[src/rtl/pipeline_hazard_pkg.sv]
// Shared types and constants for the pipeline hazard controller.
package pipeline_hazard_pkg;

  localparam int unsigned REG_ADDR_W = 5;
  localparam logic [REG_ADDR_W-1:0] REG_ZERO = 5'd0;

  typedef enum logic {
    IDLE,
    MD_BUSY
  } md_state_e;

endpackage

[src/rtl/md_busy_timer.sv]
// Mult/div occupancy tracker: busy for exactly MD_LATENCY cycles after the last issue edge.
module md_busy_timer
  import pipeline_hazard_pkg::*;
#(
  parameter int unsigned MD_LATENCY = 4
) (
  input  logic clk,
  input  logic reset,
  input  logic md_start,
  output logic busy
);

  localparam int unsigned CntW = $clog2(MD_LATENCY);
  localparam logic [CntW-1:0] Reload = CntW'(MD_LATENCY - 1);

  md_state_e       state_q;
  logic [CntW-1:0] cnt_q;

  always_ff @(posedge clk or negedge reset) begin
    if (!reset) begin
      state_q <= IDLE;
      cnt_q   <= '0;
      busy    <= 1'b0;
    end else begin
      case (state_q)
        IDLE: begin
          if (md_start) begin
            state_q <= MD_BUSY;
            cnt_q   <= Reload;
            busy    <= 1'b1;
          end
        end
        MD_BUSY: begin
          // A back-to-back issue restarts the full latency window.
          if (md_start) begin
            cnt_q <= Reload;
          end else if (cnt_q == '0) begin
            state_q <= IDLE;
            busy    <= 1'b0;
          end else begin
            cnt_q <= cnt_q - 1'b1;
          end
        end
        default: begin
          state_q <= IDLE;
          cnt_q   <= '0;
          busy    <= 1'b0;
        end
      endcase
    end
  end

endmodule

[src/rtl/pipeline_hazard_controller.sv]
// Hazard/sequencing controller for the 5-stage pipeline: load-use and mult/div stalls,
// branch/jump flushes, and a saturating stall-cycle counter.
module pipeline_hazard_controller
  import pipeline_hazard_pkg::*;
#(
  parameter int unsigned MD_LATENCY = 4,
  parameter int unsigned CNT_W      = 16
) (
  input  logic                  clk,
  input  logic                  reset,
  input  logic [REG_ADDR_W-1:0] ifid_rs_i,
  input  logic [REG_ADDR_W-1:0] ifid_rt_i,
  input  logic                  ifid_uses_rt_i,
  input  logic                  ifid_md_use_i,
  input  logic                  idex_mem_read_i,
  input  logic [REG_ADDR_W-1:0] idex_rt_i,
  input  logic                  md_start_i,
  input  logic                  branch_taken_i,
  input  logic                  jump_i,
  output logic                  pc_hold_o,
  output logic                  ifid_hold_o,
  output logic                  ifid_flush_o,
  output logic                  idex_bubble_o,
  output logic                  md_busy_o,
  output logic [CNT_W-1:0]      stall_count_o
);

  logic md_busy;
  logic load_use;
  logic md_stall;
  logic stall;
  logic [CNT_W-1:0] stall_count_q, stall_count_d;

  md_busy_timer #(
    .MD_LATENCY(MD_LATENCY)
  ) u_md_busy_timer (
    .clk     (clk),
    .reset   (reset),
    .md_start(md_start_i),
    .busy    (md_busy)
  );

  assign md_busy_o = md_busy;

  assign load_use = idex_mem_read_i && (idex_rt_i != REG_ZERO) &&
                    ((idex_rt_i == ifid_rs_i) || (ifid_uses_rt_i && (idex_rt_i == ifid_rt_i)));
  assign md_stall = md_busy && ifid_md_use_i;
  assign stall    = load_use || md_stall;

  // The redirect outranks any stall; a stalled jump waits until the stall clears.
  always_comb begin
    pc_hold_o     = 1'b0;
    ifid_hold_o   = 1'b0;
    ifid_flush_o  = 1'b0;
    idex_bubble_o = 1'b0;
    if (!reset) begin
      pc_hold_o     = 1'b0;
    end else if (branch_taken_i) begin
      ifid_flush_o  = 1'b1;
      idex_bubble_o = 1'b1;
    end else if (stall) begin
      pc_hold_o     = 1'b1;
      ifid_hold_o   = 1'b1;
      idex_bubble_o = 1'b1;
    end else if (jump_i) begin
      ifid_flush_o  = 1'b1;
    end
  end

  always_comb begin
    stall_count_d = stall_count_q;
    if (pc_hold_o && (stall_count_q != '1)) begin
      stall_count_d = stall_count_q + 1'b1;
    end
  end

  always_ff @(posedge clk or negedge reset) begin
    if (!reset) begin
      stall_count_q <= '0;
    end else begin
      stall_count_q <= stall_count_d;
    end
  end

  assign stall_count_o = stall_count_q;

endmodule

[config.mk]
export PLATFORM = sky130hd
export DESIGN_NAME = pipeline_hazard_controller
export DESIGN_NICKNAME = d
export VERILOG_FILES = /design/src/rtl/pipeline_hazard_pkg.sv /design/src/rtl/md_busy_timer.sv /design/src/rtl/pipeline_hazard_controller.sv
export SDC_FILE = /design/constraint.sdc
export NUM_CORES = 1
export LEC_CHECK = 0
export ABC_AREA = 1
export CORE_MARGIN = 4
export CORE_UTILIZATION = 47
export CTS_BUF_LIST = sky130_fd_sc_hd__clkbuf_16
export CTS_CLUSTER_SIZE = 30
export DETAILED_ROUTE_END_ITERATION = 10
export HOLD_SLACK_MARGIN = 0.06
export PLACE_DENSITY = 0.89
export SYNTH_ARGS = -nofsm -noshare
export SYNTH_HDL_FRONTEND = slang
export SYNTH_SLANG_ARGS = --single-unit
[constraint.sdc]
create_clock -name clk -period 2.1 [get_ports clk]
set_clock_uncertainty 0.2 [all_clocks]
set_input_delay 0.42 -clock clk [delete_from_list [all_inputs] [get_ports clk]]
set_output_delay 0.42 -clock clk [all_outputs]
set_load 0.02 [all_outputs]
Port wiring:
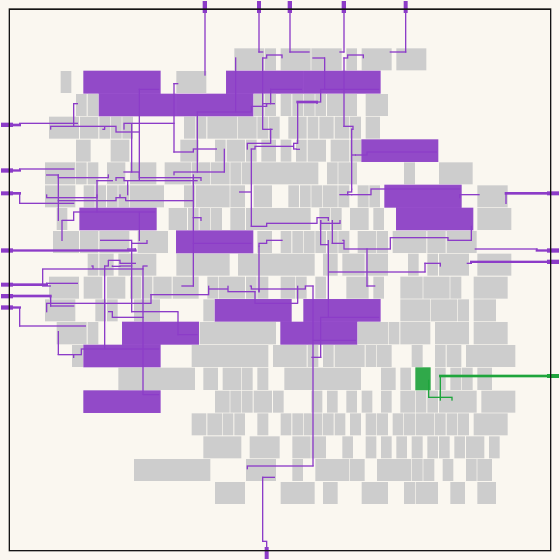
- green: `idex_mem_read_i` (bits 1; direction input; edge right; end cells 1; buffers 1; wire 20.7 µm)
- purple: `stall_count_o` (bits 16; direction output; edge 7 left, 5 top, 3 right, 1 bottom; end cells 16; buffers 16; wire 705 µm)
buffers added on ports: 43
number of top-level pins: 44

Placed standard cells:
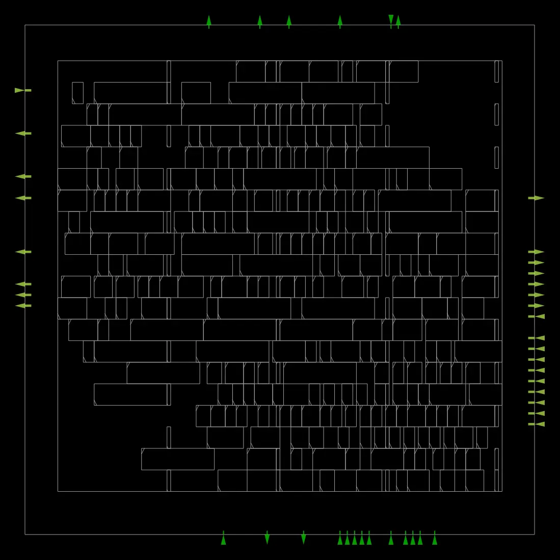
standard-cell row count: 20
area of the core: 0.00305 mm²
tally of non-filler cells in the final layout: 310
tap cell instance count: 44
post-layout util: 67.6%

Metal 3:
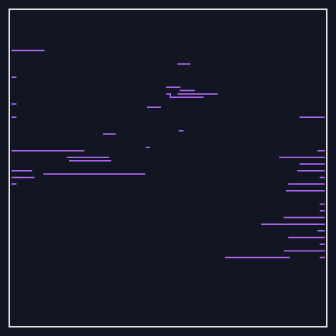
- nets with wire on the layer: 35
- share of all routed wire: 5.1%
- wire length on this layer: 191 µm
- main direction: horizontal
Global Route met3 Usage: 2.99%
aggregate routed wire length: 3.72 mm
count of vias placed by the detailed router: 1560

==> flow report <==
LOGIC SYNTHESIS
--------------------------------------------------------------------------------
Cell area after technology mapping                                   0.00149 mm²
Top area cell types                                                 sky130_fd_sc_hd__dfrtp_1 34%, sky130_fd_sc_hd__nand2_1 18%, sky130_fd_sc_hd__inv_1 9.8%
Count of distinct cell types in the synthesized netlist                       24
Cell accounting for the most synthesized area                       sky130_fd_sc_hd__dfrtp_1
Post-synthesis cell count                                                    221
Sequential cell area fraction in the yosys report                          33.5%
Share of async-settable or async-resettable flops after synthesis           100%

RUN
--------------------------------------------------------------------------------
Max_cap viols                                                                  0

DIE
--------------------------------------------------------------------------------
Height of the die                                                        64.4 µm
Overall die area                                                     0.00414 mm²
Floorplan die width                                                      64.4 µm

PWR
--------------------------------------------------------------------------------
Power density relative to cell area                                   644 mW/mm²

CELLS AND AREA
--------------------------------------------------------------------------------
Fraction of layout instances using a drive strength above 1                19.5%
Total Nets Final                                                             293

STA
--------------------------------------------------------------------------------
Fraction of the cycle the final worst path needs                           96.3%
Final number of max-transition violations                                      0
Final Hold Vio Count                                                           0
Final Critical Period                                                    2.02 ns
Setup WS post-layout                                                   0.0772 ns
Worst-margin pin slew                                                   0.348 ns
Final Setup Violations                                                         0
Setup Total Neg Slack                                                       0 ns

CLOCKING
--------------------------------------------------------------------------------
Clock-pin slew on the worst setup and hold paths                         0.05 ns
Total number of H-tree levels                                                  1
Library cell used as clock root buffer                              sky130_fd_sc_hd__clkbuf_16

SETUP PATH
--------------------------------------------------------------------------------
Startpoint type of the worst setup path                             primary input
Biggest cell delay along the critical path                               0.57 ns
Slowest CP cell                                                     sky130_fd_sc_hd__clkdlybuf4s50_1
Data arrival time of the critical path                                   1.40 ns

DRT
--------------------------------------------------------------------------------
WL per Instance                                                          12.0 µm
Violation count after the first detailed-routing iteration                    76
DRT antenna net count                                                          0
Avg Vias per Cell                                                           5.03

GLOBAL ROUTE
--------------------------------------------------------------------------------
Vias in the first global route                                              1495
GRT Total Usage                                                            19.9%
Maximum number of pins on one net before global-route repair                  26

PLACE
--------------------------------------------------------------------------------
DP Area                                                              0.00197 mm²
RD Place Congestion                                                        0.816

STATUS
--------------------------------------------------------------------------------
Result of the run                                                      completed

==> state kept, by name (all words and copies together) (netlist names) <==
name / flops
stall_count_o: 16
u_md_busy_timer.state_q: 1
u_md_busy_timer.cnt_q: 2
u_md_busy_timer.busy: 1
==> metrics by stage <==
stage                     hold WS, ns  power, mW
after global routing            0.348       1.41
after CTS                       0.319       1.33
after floorplan               -0.0756      0.767
final                           0.304       1.33
after global placement          0.295      0.932
after detailed placement        0.310      0.946
==> power breakdown <==
group	switching [mW]	internal [mW]	total [mW]
logic	0.256	0.198	0.454
registers	0.0548	0.441	0.496
clock network	0.129	0.251	0.379
total	0.440	0.890	1.33
==> cell usage in the layout (no fill, tap or decap), drive strengths merged <==
| cell | Yosys | routed |
|---|---|---|
| nand2 | 76 | 76 |
| nor3 | 3 | 3 |
| a21oi | 3 | 3 |
| nand4 | 21 | 21 |
| o21ai | 4 | 4 |
| xor2 | 3 | 3 |
| buf | 6 | 17 |
| xnor2 | 4 | 4 |
| dlygate4sd2 | 0 | 1 |
| ha | 2 | 2 |
| nor2 | 21 | 21 |
| clkdlybuf4s50 | 0 | 22 |
| o22ai | 1 | 1 |
| nand3 | 17 | 17 |
| dfrtp | 20 | 20 |
| dlymetal6s2s | 0 | 1 |
| clkbuf | 0 | 10 |
| inv | 40 | 40 |
==> what timing repair did <==
action	4_1_cts	5_1_grt
pin swaps	18	22
resized	68	36
buffers inserted	0	0
endpoints found under the setup margin	13	6
gates cloned	0	0
==> cell families (layout without fill, tap and decap cells) <==
family	count (synthesis)	in the layout	share of synthesized area, %
AND-OR/OR-AND	8	8	2.77
flip-flops	20	20	33.5
adder cells (fa/ha/maj)	2	2	1.68
AND/OR/NAND/NOR	138	138	44.4
buffers and inverters	46	91	13.5
XOR/XNOR	7	7	4.11
==> area by class of cell <==
type | instances | area [µm²]
clock buffers | 3 | 75.1
well taps | 44 | 55.1
flip-flops and latches | 20 | 500
inverters | 40 | 153
fillers | 279 | 990
multi-input cells | 155 | 838
repair buffers | 48 | 442
==> path summary, 6_finish.rpt <==
kind                                                       from                              endpoint  slack [ns]  cells past startpoint
hold reg to reg            u_md_busy_timer.cnt_q[1]$_DFFE_PN0P_  u_md_busy_timer.cnt_q[1]$_DFFE_PN0P_        0.30                      2
setup / recovery                                          reset                           ifid_hold_o        0.08                      4
max in group asynchronous                                 reset  u_md_busy_timer.cnt_q[1]$_DFFE_PN0P_        1.14                      2
setup reg to reg                   stall_count_o[0]$_DFFE_PN0P_         stall_count_o[10]$_DFFE_PN0P_        0.12                      8
hold / removal             u_md_busy_timer.cnt_q[1]$_DFFE_PN0P_  u_md_busy_timer.cnt_q[1]$_DFFE_PN0P_        0.30                      2
min in group asynchronous                                 reset          stall_count_o[9]$_DFFE_PN0P_        0.42                      2
==> layer usage <==
| metal | up-vias | GRT usage, % | part of all wire [%] |
|---|---|---|---|
| met5 | - | 0 | 0 |
| met4 | 0 | 7.12 | 1.1 |
| met3 | 6 | 2.99 | 5.1 |
| met2 | 45 | 33.9 | 49 |
| met1 | 715 | 25.6 | 45 |
| li1 | 794 | - | - |
Power is estimated from default activity; no workload was simulated.
